`src/rtl/div_32bit.sv`:
```
// ----------------------------------------------------------------------------
// div_32bit
//
// Iterative radix-2 restoring divider for RV32M DIV / DIVU / REM / REMU.
// It produces one quotient bit per clock. Every operand pair takes the same
// number of cycles, so the pipeline can stall on busy_o without having to
// predict how long an operation will take. Divide-by-zero and signed
// overflow are flagged when the operation starts and substituted at the
// final write, so they also take the normal number of cycles.
//
// Ports
//   clk_i    in   1   clock, rising edge
//   rst_ni   in   1   asynchronous reset, active low
//   start_i  in   1   operation request (taken in IDLE, or on the DONE exit edge)
//   op_i     in   2   funct3[1:0]: 00 DIV, 01 DIVU, 10 REM, 11 REMU
//   rs1_i    in  32   dividend, sampled with start_i
//   rs2_i    in  32   divisor, sampled with start_i
//   flush_i  in   1   abort; returns to IDLE without producing a result
//   busy_o   out  1   high while in CALC or DONE
//   done_o   out  1   single-cycle pulse; rd_o holds the new result
//   rd_o     out 32   last completed result, held until the next completion
//
// State | meaning
// ------+--------------------------------------------------------------------
// IDLE  | waiting for start_i
// CALC  | 32 shift/trial-subtract iterations, one per clock
// DONE  | rd_o just written, done_o high for this one cycle
// ----------------------------------------------------------------------------
module div_32bit (
    input  logic        clk_i,
    input  logic        rst_ni,
    input  logic        start_i,
    input  logic [1:0]  op_i,
    input  logic [31:0] rs1_i,
    input  logic [31:0] rs2_i,
    input  logic        flush_i,
    output logic        busy_o,
    output logic        done_o,
    output logic [31:0] rd_o
);

    typedef enum logic [1:0] {
        S_IDLE = 2'd0,
        S_CALC = 2'd1,
        S_DONE = 2'd2
    } state_t;

    state_t      state_q, state_d;

    logic [5:0]  cnt_q;
    logic [31:0] rem_q;
    logic [31:0] quo_q;
    logic [31:0] dvs_q;
    logic [31:0] rs1_q;
    logic        is_rem_q;
    logic        neg_quo_q;
    logic        neg_rem_q;
    logic        div_zero_q;
    logic        ovf_q;

    logic        load;
    logic        iterate;
    logic        write_rd;

    // ------------------------------------------------------------------
    // Operand preparation at start: magnitudes for the signed ops, and
    // the special-case flags that override the arithmetic at the end.
    // ------------------------------------------------------------------
    logic        op_signed;
    logic        a_neg;
    logic        b_neg;
    logic [31:0] a_mag;
    logic [31:0] b_mag;
    logic        start_ok;
    logic        in_div_zero;
    logic        in_ovf;

    always_comb begin
        op_signed   = ~op_i[0];
        a_neg       = op_signed & rs1_i[31];
        b_neg       = op_signed & rs2_i[31];
        a_mag       = a_neg ? (32'd0 - rs1_i) : rs1_i;
        b_mag       = b_neg ? (32'd0 - rs2_i) : rs2_i;
        start_ok    = start_i & ~flush_i;
        in_div_zero = (rs2_i == 32'd0);
        in_ovf      = op_signed & (rs1_i == 32'h8000_0000) & (rs2_i == 32'hFFFF_FFFF);
    end

    // ------------------------------------------------------------------
    // One restoring step. The partial remainder is always below the
    // divisor, so after the shift it fits in 33 bits; the compare is done
    // at that width and the subtraction only needs the low 32 bits
    // because a successful result is again below the divisor.
    // ------------------------------------------------------------------
    logic [32:0] rem_sh;
    logic [31:0] quo_sh;
    logic        trial_ok;
    logic [31:0] rem_nx;
    logic [31:0] quo_nx;

    always_comb begin
        rem_sh   = {rem_q, quo_q[31]};
        quo_sh   = {quo_q[30:0], 1'b0};
        trial_ok = (rem_sh >= {1'b0, dvs_q});
        rem_nx   = trial_ok ? (rem_sh[31:0] - dvs_q) : rem_sh[31:0];
        quo_nx   = {quo_sh[31:1], trial_ok};
    end

    // Result selection for the final iteration: sign fix, then overrides.
    logic [31:0] quo_fix;
    logic [31:0] rem_fix;
    logic [31:0] result;

    always_comb begin
        quo_fix = neg_quo_q ? (32'd0 - quo_nx) : quo_nx;
        rem_fix = neg_rem_q ? (32'd0 - rem_nx) : rem_nx;
        if (div_zero_q) begin
            quo_fix = 32'hFFFF_FFFF;
            rem_fix = rs1_q;
        end else if (ovf_q) begin
            quo_fix = 32'h8000_0000;
            rem_fix = 32'd0;
        end
        result = is_rem_q ? rem_fix : quo_fix;
    end

    // ------------------------------------------------------------------
    // FSM
    // ------------------------------------------------------------------
    always_ff @(posedge clk_i or negedge rst_ni) begin
        if (!rst_ni) begin
            state_q <= S_IDLE;
        end else begin
            state_q <= state_d;
        end
    end

    always_comb begin
        state_d  = state_q;
        load     = 1'b0;
        iterate  = 1'b0;
        write_rd = 1'b0;
        case (state_q)
            S_IDLE: begin
                if (start_ok) begin
                    load    = 1'b1;
                    state_d = S_CALC;
                end
            end
            S_CALC: begin
                if (flush_i) begin
                    state_d = S_IDLE;
                end else begin
                    iterate = 1'b1;
                    if (cnt_q == 6'd31) begin
                        write_rd = 1'b1;
                        state_d  = S_DONE;
                    end
                end
            end
            S_DONE: begin
                // The DONE exit edge doubles as the first IDLE sampling edge,
                // which keeps back-to-back operations at one per 33 cycles.
                if (start_ok) begin
                    load    = 1'b1;
                    state_d = S_CALC;
                end else begin
                    state_d = S_IDLE;
                end
            end
            default: begin
                state_d = S_IDLE;
            end
        endcase
    end

    // ------------------------------------------------------------------
    // Datapath registers
    // ------------------------------------------------------------------
    always_ff @(posedge clk_i or negedge rst_ni) begin
        if (!rst_ni) begin
            cnt_q      <= 6'd0;
            rem_q      <= 32'd0;
            quo_q      <= 32'd0;
            dvs_q      <= 32'd0;
            rs1_q      <= 32'd0;
            is_rem_q   <= 1'b0;
            neg_quo_q  <= 1'b0;
            neg_rem_q  <= 1'b0;
            div_zero_q <= 1'b0;
            ovf_q      <= 1'b0;
        end else if (load) begin
            cnt_q      <= 6'd0;
            rem_q      <= 32'd0;
            quo_q      <= a_mag;
            dvs_q      <= b_mag;
            rs1_q      <= rs1_i;
            is_rem_q   <= op_i[1];
            neg_quo_q  <= a_neg ^ b_neg;
            neg_rem_q  <= a_neg;
            div_zero_q <= in_div_zero;
            ovf_q      <= in_ovf;
        end else if (iterate) begin
            cnt_q <= cnt_q + 6'd1;
            rem_q <= rem_nx;
            quo_q <= quo_nx;
        end
    end

    always_ff @(posedge clk_i or negedge rst_ni) begin
        if (!rst_ni) begin
            rd_o <= 32'd0;
        end else if (write_rd) begin
            rd_o <= result;
        end
    end

    // Both flags decode the state register only, so neither output has a
    // combinational path from the inputs.
    assign busy_o = (state_q != S_IDLE);
    assign done_o = (state_q == S_DONE);

endmodule
```
`config.mk`:
```
export PLATFORM = sky130hd
export DESIGN_NAME = div_32bit
export DESIGN_NICKNAME = d
export VERILOG_FILES = /design/src/rtl/div_32bit.sv
export SDC_FILE = /design/constraint.sdc
export NUM_CORES = 1
export LEC_CHECK = 0
export CAP_MARGIN = 0
export CORE_MARGIN = 4
export CORE_UTILIZATION = 50
export DETAILED_ROUTE_END_ITERATION = 6
export HOLD_SLACK_MARGIN = 0.02
export PLACE_DENSITY = 0.73
export SYNTH_ARGS = -nofsm -noshare
export SYNTH_HDL_FRONTEND = slang
export SYNTH_SLANG_ARGS = --single-unit
export TNS_END_PERCENT = 20
```
`constraint.sdc`:
```
create_clock -name clk_i -period 5.2 [get_ports clk_i]
set_input_delay 1.56 -clock clk_i [delete_from_list [all_inputs] [get_ports clk_i]]
set_output_delay 1.56 -clock clk_i [all_outputs]
set_load 0.005 [all_outputs]
```
Figure 1. Placement view (run 1).
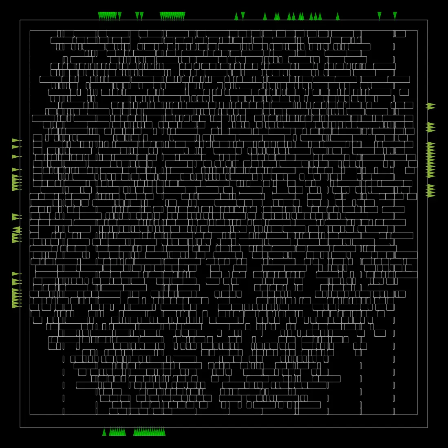
sequential portion of the cell area: 0.286
filler cell count in the final layout: 2409

Figure 2. Metal 3 (run 1).
The bar under the picture is 50 um long.
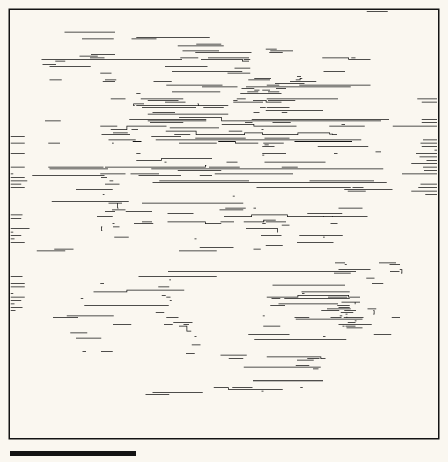
The layer holds 8.3% of the routed length. The layer carries 3630 um of wire. The longest straight run is 92.9 um. 236 nets have wire on it.

Figure 3. The metal 2 layer (run 1).
The bar under the picture is 50 um long.
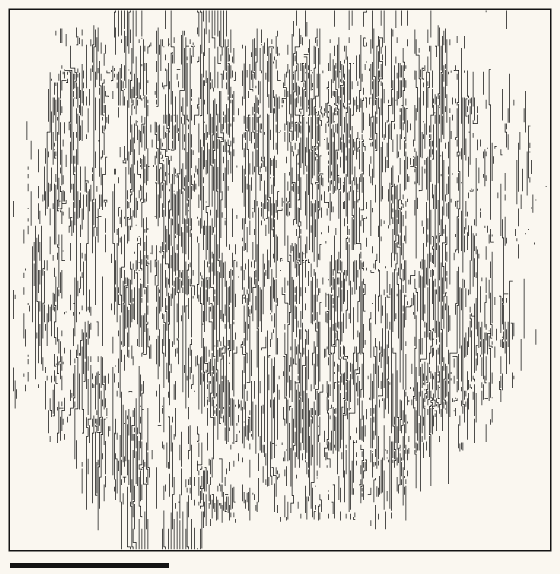
The layer carries 19500 um of wire. 1510 nets have wire on it. The wires run mostly vertical.
met2 routing resource usage after global routing: 0.450
Total Wirelength: 43600 um
number of vias after detailed routing: 13000

==> flow_metrics.py, run 1 <==
# Flow results
metrics = {
    "run_status": {
        "outcome": "complete, no violations",
    },
    "power_and_ir_drop": {
        "sw_frac_of_total": 0.502,
        "clockNetworkPower_mw": 1.37,
        "share_seq_of_total_power": 0.231,
        "comb-power_mw": 5.18,
        "power.clock.fraction": 0.161,
        "vdd_ir_drop_max_v": 0.000427,
        "intPower_mw": 4.24,
        "leakagePower_nw": 6.32,
    },
    "critical_path": {
        "path_cells": "ha_2 > and3_1 > and4_1 > nand4_1 > nand3_1 > or3_2 > inv_2 > mux2i_2 > ha_1 > nand2_1 > or3_1 > nor3_2 > mux2_4 > o211ai_2 > or4_1 > nor2_1 > mux2i_1 > nand2_1",
        "cp-startpoint": "rem_q[3]",
        "critPathLaunchType": "flip-flop",
        "worstPathMaxFanout": 7,
        "ff2ff_setup_slack_ps": 350,
        "critical_path.reg2reg.startpoint": "rem_q[3]",
        "worst-path-stages": 18,
        "critical_path_required_ps": 5530,
        "ff2ff_path_depth": 18,
        "timing.critical_path.slowest_cell_delay_ps": 590,
        "worstSetupEndpoint": "rd_o[30]",
        "worst-setup-path-type": "flip-flop to flip-flop",
    },
    "finish": {
        "area.growth.synth_to_final_pct": 15.0,
        "final-seq-area_um2": 4330,
        "logic_area_um2": 8240,
        "insertedDiodeCount": 0,
        "most-common-layout-cells": "nand2_1, dfrtp_1, o21ai_0",
        "nonClockInverterCount": 56,
        "nClkBuffers": 17,
        "seq_cell_count": 173,
        "largest_cell_class": "multi-input combinational cells",
        "buffers": 138,
        "post-route-util": 0.583,
    },
    "timing": {
        "fin_worst_skew_ps": 30.1,
        "finalWorstPathRequiredPeriod_ps": 4850,
        "number_of_setup_violations_in_the_final_report": 0,
        "worst_pin_slew_ps": 1010,
        "layout_setup_ws_ps": 351,
    },
    "clock_tree": {
        "ctsRootBufferMaster": "clkbuf_16",
        "clk_pin_slew_worst_paths_ps": 80,
        "max-clock-path-buffers": 2,
        "holdBufCountCts": 0,
    },
    "yosys": {
        "synth_area_per_cell_um2": 7.84,
        "netlist_top_cells_area": "dfrtp_1, nand2_1, o21ai_0, xor2_1, xnor2_1",
        "yosysMostFrequentCell": "nand2_1",
        "post_synthesis_net_count": 1788,
        "postSynth.topFlopCell": "dfrtp_1",
        "mux_share": 0.0211,
        "simple_gate_share": 0.241,
    },
    "global_route": {
        "grt_usage": 0.297,
        "groute.layer.met1.usage": 0.445,
        "grt.met3_usage": 0.0541,
        "grt_antenna_before_repair": 2,
    },
    "drt": {
        "routed_wire_length_per_instance_um": 20.9,
        "highest_layer_used_for_signal_routing": "met5",
    },
    "place": {
        "port_buffers": 103,
        "dpl.cell_count": 2052,
        "placement.setup.worst_slack_ps": 161,
    },
    "hold_path": {
        "whs_endpoint": "rd_o[2]",
        "min_delay_path_depth": 2,
    },
    "die": {
        "boundaryPins": 104,
        "placement_rows": 59,
    },
}
==> inputs of run 2 (changes only) <==
clock period = 4.2 ns   (was 5.2 ns; I/O delays follow)
Figure 4. Cell density map (run 2).
The die is cut into 17 by 17 equal tiles; white is low, dark blue is high, 0 to 100% covered.
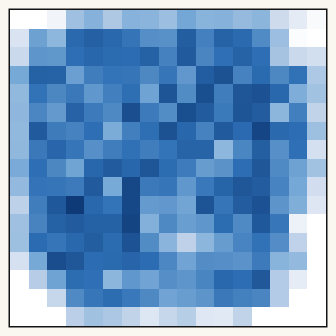
29% of the tiles are over 75% full. The mean over all tiles is 57%. 6.9% of the tiles are nearly empty. The emptiest ninth of the die: lower right. The fullest tile reaches 96%.
Floorplan Core Area: 26000 um^2
fraction of the core area covered by cells at the end of the flow: 0.657

Figure 5. Cell classes on the final placement (run 2).
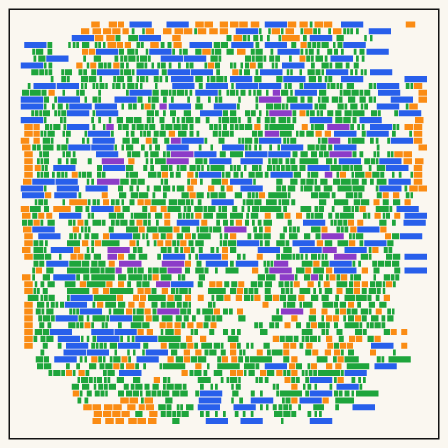
Key: remaining logic cells = green [cells 1406]; clock drivers and dummy loads = purple [cells 32]; sequential cells = blue [cells 173]; remaining buffers and delay cells = orange [cells 337]
final design instance area without fill: 17100 um^2
Rows: 59
sequential portion of the cell area: 0.254

Figure 6. The metal 2 layer (run 2).
The bar under the picture is 50 um long.
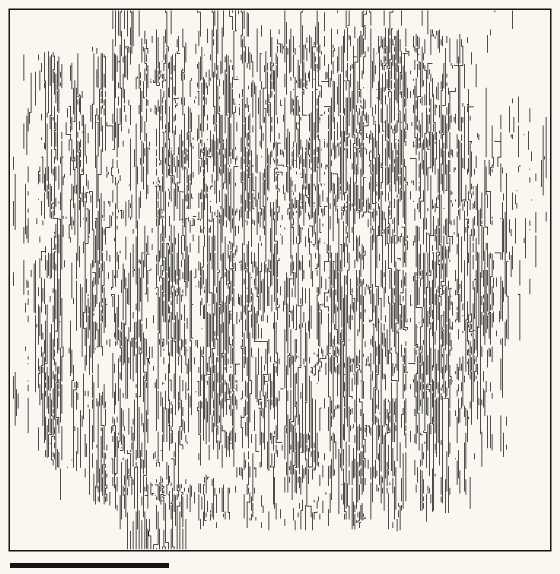
1719 nets have wire on it. The layer carries 21.3 mm of wire.

==> flow_metrics.py, run 2 <==
# Flow results
metrics = {
    "run_status": {
        "outcome": "finished, violations left",
        "failed_checks": "negative setup slack",
    },
    "power_and_ir_drop": {
        "comb-power_mw": 8.31,
        "power.clock.fraction": 0.134,
        "clockNetworkPower_mw": 1.65,
        "post-layout-total-power_mw": 12.4,
        "vdd_ir_drop_max_v": 0.000561,
        "leakagePower_nw": 7.35,
        "share_seq_of_total_power": 0.195,
        "intPower_mw": 6.48,
        "sw_frac_of_total": 0.476,
    },
    "finish": {
        "final-instance-count-excl-fill": 2283,
        "area_share_clock_buf_inv": 0.0358,
        "num-nets-final": 2044,
        "fillers": 2241,
        "nClkBuffers": 18,
        "largest_cell_class": "multi-input combinational cells",
        "nonClockInverterCount": 56,
        "insertedDiodeCount": 0,
        "seq_cell_count": 173,
        "buffers": 337,
        "area.growth.synth_to_final_pct": 29.5,
        "logic_area_um2": 8660,
        "final-seq-area_um2": 4330,
        "most-common-layout-cells": "nand2_1, buf_4, dfrtp_1",
    },
    "hold_path": {
        "whs_endpoint": "rd_o[2]",
        "hold_path.startpoint": "rd_o[2]",
        "timing.hold.worst.class": "flip-flop to flip-flop",
        "min_delay_path_depth": 2,
    },
    "place": {
        "port_buffers": 103,
        "dpl.cell_count": 2238,
        "dp.final_hpwl_um": 35200,
        "post_dp_cell_area_um2": 15900,
        "placement.setup.worst_slack_ps": -384,
    },
    "drt": {
        "drt_wl_total_um": 47000,
        "metal1_wirelength_um": 20500,
        "num_vias": 14000,
        "highest_layer_used_for_signal_routing": "met4",
        "routed_wire_length_per_instance_um": 20.6,
    },
    "global_route": {
        "grt.met3_usage": 0.0653,
        "grt_antenna_before_repair": 0,
        "met2_routing_resource_usage_after_global_routing": 0.494,
        "grt_usage": 0.317,
        "groute.layer.met1.usage": 0.458,
        "wire_length_of_the_first_global_routing_pass_um": 73000,
    },
    "timing": {
        "setup_total_negative_slack_ps": -147,
        "number_of_setup_violations_in_the_final_report": 3,
        "worst_pin_slew_ps": 1100,
        "fin_worst_skew_ps": 16.3,
        "final-hold-violation-count": 0,
        "finalWorstPathRequiredPeriod_ps": 4270,
        "fin_crit_sh": 1.02,
        "layout_setup_ws_ps": -67.0,
    },
    "yosys": {
        "post_synth_inst_count": 1679,
        "postSynth.topFlopCell": "dfrtp_1",
        "xor_share": 0.0890,
        "synth_area_per_cell_um2": 7.84,
        "netlist_top_cells_area": "dfrtp_1, nand2_1, o21ai_0, xor2_1, xnor2_1",
        "mux_share": 0.0211,
        "post_synthesis_net_count": 1788,
        "yosys_synthesis_chip_area_um2": 13200,
        "yosysMostFrequentCell": "nand2_1",
        "flops_after_synth": 173,
        "simple_gate_share": 0.241,
    },
    "critical_path": {
        "ff2ff_path_depth": 16,
        "worstPathMaxFanout": 4,
        "dominant_delay_contributor_by_cell_family_on_the_critical_path": "AND-OR/OR-AND gates",
        "end_kind": "flip-flop",
        "timing.critical_path.slowest_cell_delay_ps": 550,
        "critPathLaunchType": "flip-flop",
        "worst-path-stages": 16,
        "critical_path_required_ps": 4590,
        "worstSetupEndpoint": "rd_o[31]",
        "cp-startpoint": "quo_q[31]",
        "path_cells": "inv_1 > ha_2 > inv_1 > fa_1 > a21o_1 > a221oi_4 > nor4_2 > buf_4 > o31a_1 > o21ai_1 > xor2_1 > a21oi_2 > or4b_4 > nor4b_2 > mux2_2 > nand2_1",
        "ff2ff_setup_slack_ps": -70,
        "critical_path.reg2reg.startpoint": "quo_q[31]",
        "worst-setup-path-type": "flip-flop to flip-flop",
    },
    "clock_tree": {
        "cts.repair.resized": 43,
        "clk_pin_slew_worst_paths_ps": 80,
        "ctsRootBufferMaster": "clkbuf_16",
        "holdBufCountCts": 0,
        "max-clock-path-buffers": 2,
        "tritoncts": "done",
    },
    "die": {
        "floorplan.die.height_um": 170,
        "chip_area_um2": 29000,
        "boundaryPins": 104,
        "die_x_um": 170,
    },
    "run": {
        "maxCapViolations": 0,
    },
}
==> inputs of run 3 (changes only) <==
CELL_PAD_IN_SITES_DETAIL_PLACEMENT = 1   (was not set)
CELL_PAD_IN_SITES_GLOBAL_PLACEMENT = 2   (was not set)
CORE_UTILIZATION = 35   (was 50)
DONT_BUFFER_PORTS = 1   (was not set)
PLACE_DENSITY = not set   (was 0.73)
PLACE_DENSITY_LB_ADDON = 0.1   (was not set)
Figure 7. The metal 2 layer (run 3).
The bar under the picture is 50 um long.
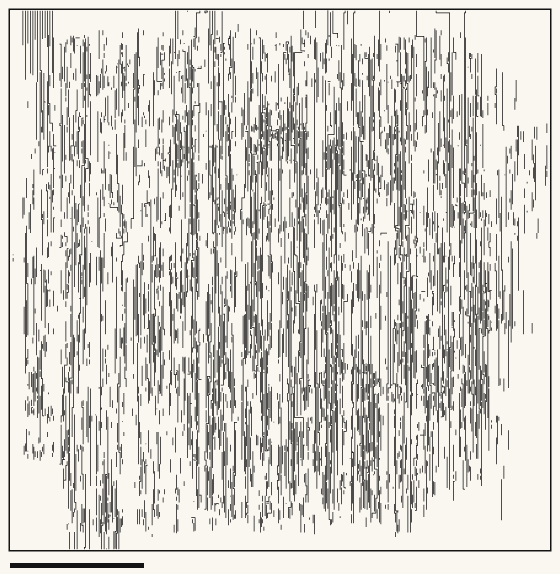
Total Wirelength: 56000 um
number of vias after detailed routing: 13500
met2 routing resource usage after global routing: 0.403

Figure 8. Cell classes on the final placement (run 3).
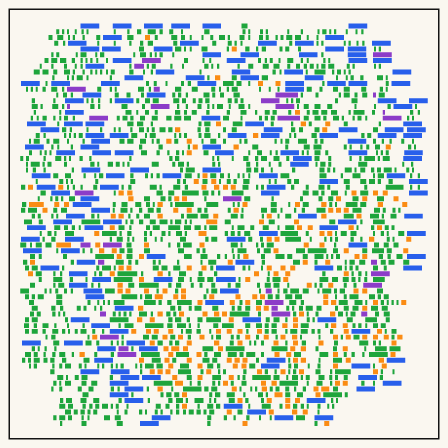
fraction of the core area covered by cells at the end of the flow: 0.448
Floorplan Core Area: 36900 um^2
final design instance area without fill: 16500 um^2

Figure 9. Metal 3 (run 3).
The bar under the picture is 50 um long.
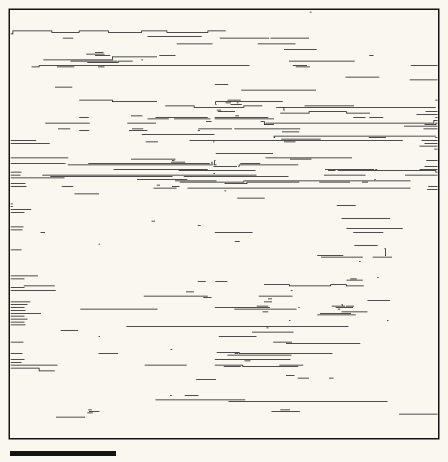
met3 global-route usage: 0.0614

==> flow_metrics.py, run 3 <==
# Flow results
metrics = {
    "global_route": {
        "wire_length_of_the_first_global_routing_pass_um": 86400,
        "most_heavily_used_metal_layer_in_global_routing": "met1",
        "groute.layer.met1.usage": 0.404,
        "grt_antenna_before_repair": 2,
        "grt_usage": 0.273,
    },
    "critical_path": {
        "cp-startpoint": "rem_q[12]",
        "timing.critical_path.slowest_cell_delay_ps": 470,
        "critical_path.reg2reg.startpoint": "rem_q[12]",
        "critical_path_required_ps": 4590,
        "ff2ff_path_depth": 18,
        "ff2ff_setup_slack_ps": -80,
        "worstSetupEndpoint": "rd_o[18]",
        "end_kind": "flip-flop",
        "worst-path-stages": 18,
        "critPathLaunchType": "flip-flop",
        "path_cells": "ha_1 > nand4_1 > nor3_2 > and3_1 > o21a_1 > or3_4 > inv_4 > mux2i_4 > ha_4 > nand2_2 > or3_4 > nor3_4 > mux2_4 > o211ai_4 > buf_4 > and3_1 > or4_1 > a21oi_1",
        "worstPathMaxFanout": 5,
        "dominant_delay_contributor_by_cell_family_on_the_critical_path": "simple AND/OR/NAND/NOR gates",
        "worst-setup-path-type": "flip-flop to flip-flop",
        "worst-endpoint-arrival_ps": 4680,
    },
    "power_and_ir_drop": {
        "vdd_ir_drop_max_v": 0.000360,
        "share_seq_of_total_power": 0.182,
        "comb-power_mw": 9.16,
        "intPower_mw": 7.02,
        "clockNetworkPower_mw": 1.71,
        "leakagePower_nw": 7.11,
        "power.clock.fraction": 0.129,
        "post-layout-total-power_mw": 13.3,
        "sw_frac_of_total": 0.472,
    },
    "clock_tree": {
        "post-cts-setup-buffers": 22,
        "tritoncts": "done",
        "clk_pin_slew_worst_paths_ps": 80,
        "ctsRootBufferMaster": "clkbuf_16",
        "holdBufCountCts": 0,
        "htreeDepth": 4,
        "max-clock-path-buffers": 2,
        "cts.repair.resized": 75,
    },
    "finish": {
        "fillers": 4514,
        "seq_cell_count": 173,
        "num-nets-final": 1964,
        "largest_cell_class": "multi-input combinational cells",
        "area_share_clock_buf_inv": 0.0364,
        "insertedDiodeCount": 0,
        "comb-cell-share": 0.530,
        "area.growth.synth_to_final_pct": 25.4,
        "final-instance-count-excl-fill": 2372,
        "sh_seq_area": 0.262,
        "nonClockInverterCount": 56,
        "buffers": 257,
        "final-seq-area_um2": 4330,
        "most-common-layout-cells": "nand2_1, buf_4, dfrtp_1",
        "nClkBuffers": 21,
        "logic_area_um2": 8760,
    },
    "die": {
        "die_x_um": 202,
        "chip_area_um2": 40800,
        "floorplan.die.height_um": 202,
        "placement_rows": 70,
        "boundaryPins": 104,
    },
    "yosys": {
        "flops_after_synth": 173,
        "post_synth_inst_count": 1679,
        "yosys_synthesis_chip_area_um2": 13200,
        "synth_area_per_cell_um2": 7.84,
        "yosysMostFrequentCell": "nand2_1",
        "xor_share": 0.0890,
        "synth_largest_type_area_fraction": 0.329,
        "postSynth.topFlopCell": "dfrtp_1",
        "simple_gate_share": 0.241,
        "mux_share": 0.0211,
        "synth.largest_area_cell": "dfrtp_1",
        "netlist_top_cells_area": "dfrtp_1, nand2_1, o21ai_0, xor2_1, xnor2_1",
        "post_synthesis_net_count": 1788,
        "synth-warning-count": 0,
        "number_of_synthesized_flops_with_an_enable_pin": 0,
    },
    "drt": {
        "highest_layer_used_for_signal_routing": "met4",
        "routed_wire_length_per_instance_um": 23.6,
        "metal1_wirelength_um": 26700,
        "detailedRoute.firstPassIterationCount": 5,
    },
    "hold_path": {
        "min_delay_path_depth": 2,
        "timing.hold.worst.class": "flip-flop to flip-flop",
        "hold_path.startpoint": "rs1_q[25]",
        "whs_endpoint": "rs1_q[25]",
    },
    "place": {
        "placement.setup.worst_slack_ps": -526,
        "post_dp_cell_area_um2": 15100,
        "dpl.cell_count": 2307,
        "dp.final_hpwl_um": 42500,
        "port_buffers": 0,
        "gp_routability_congestion": 0.890,
    },
    "timing": {
        "grt_setup_unrepaired": "yes",
        "maxSlewViolCount": 0,
        "worst_pin_slew_ps": 1140,
        "layout_setup_ws_ps": -83.9,
        "final-hold-violation-count": 0,
        "finalWorstPathRequiredPeriod_ps": 4280,
        "fin_worst_skew_ps": 13.3,
        "number_of_setup_violations_in_the_final_report": 4,
        "setup_total_negative_slack_ps": -183,
        "fin_crit_sh": 1.02,
    },
    "run_status": {
        "outcome": "finished, violations left",
        "failed_checks": "negative setup slack",
    },
    "run": {
        "maxCapViolations": 0,
    },
}
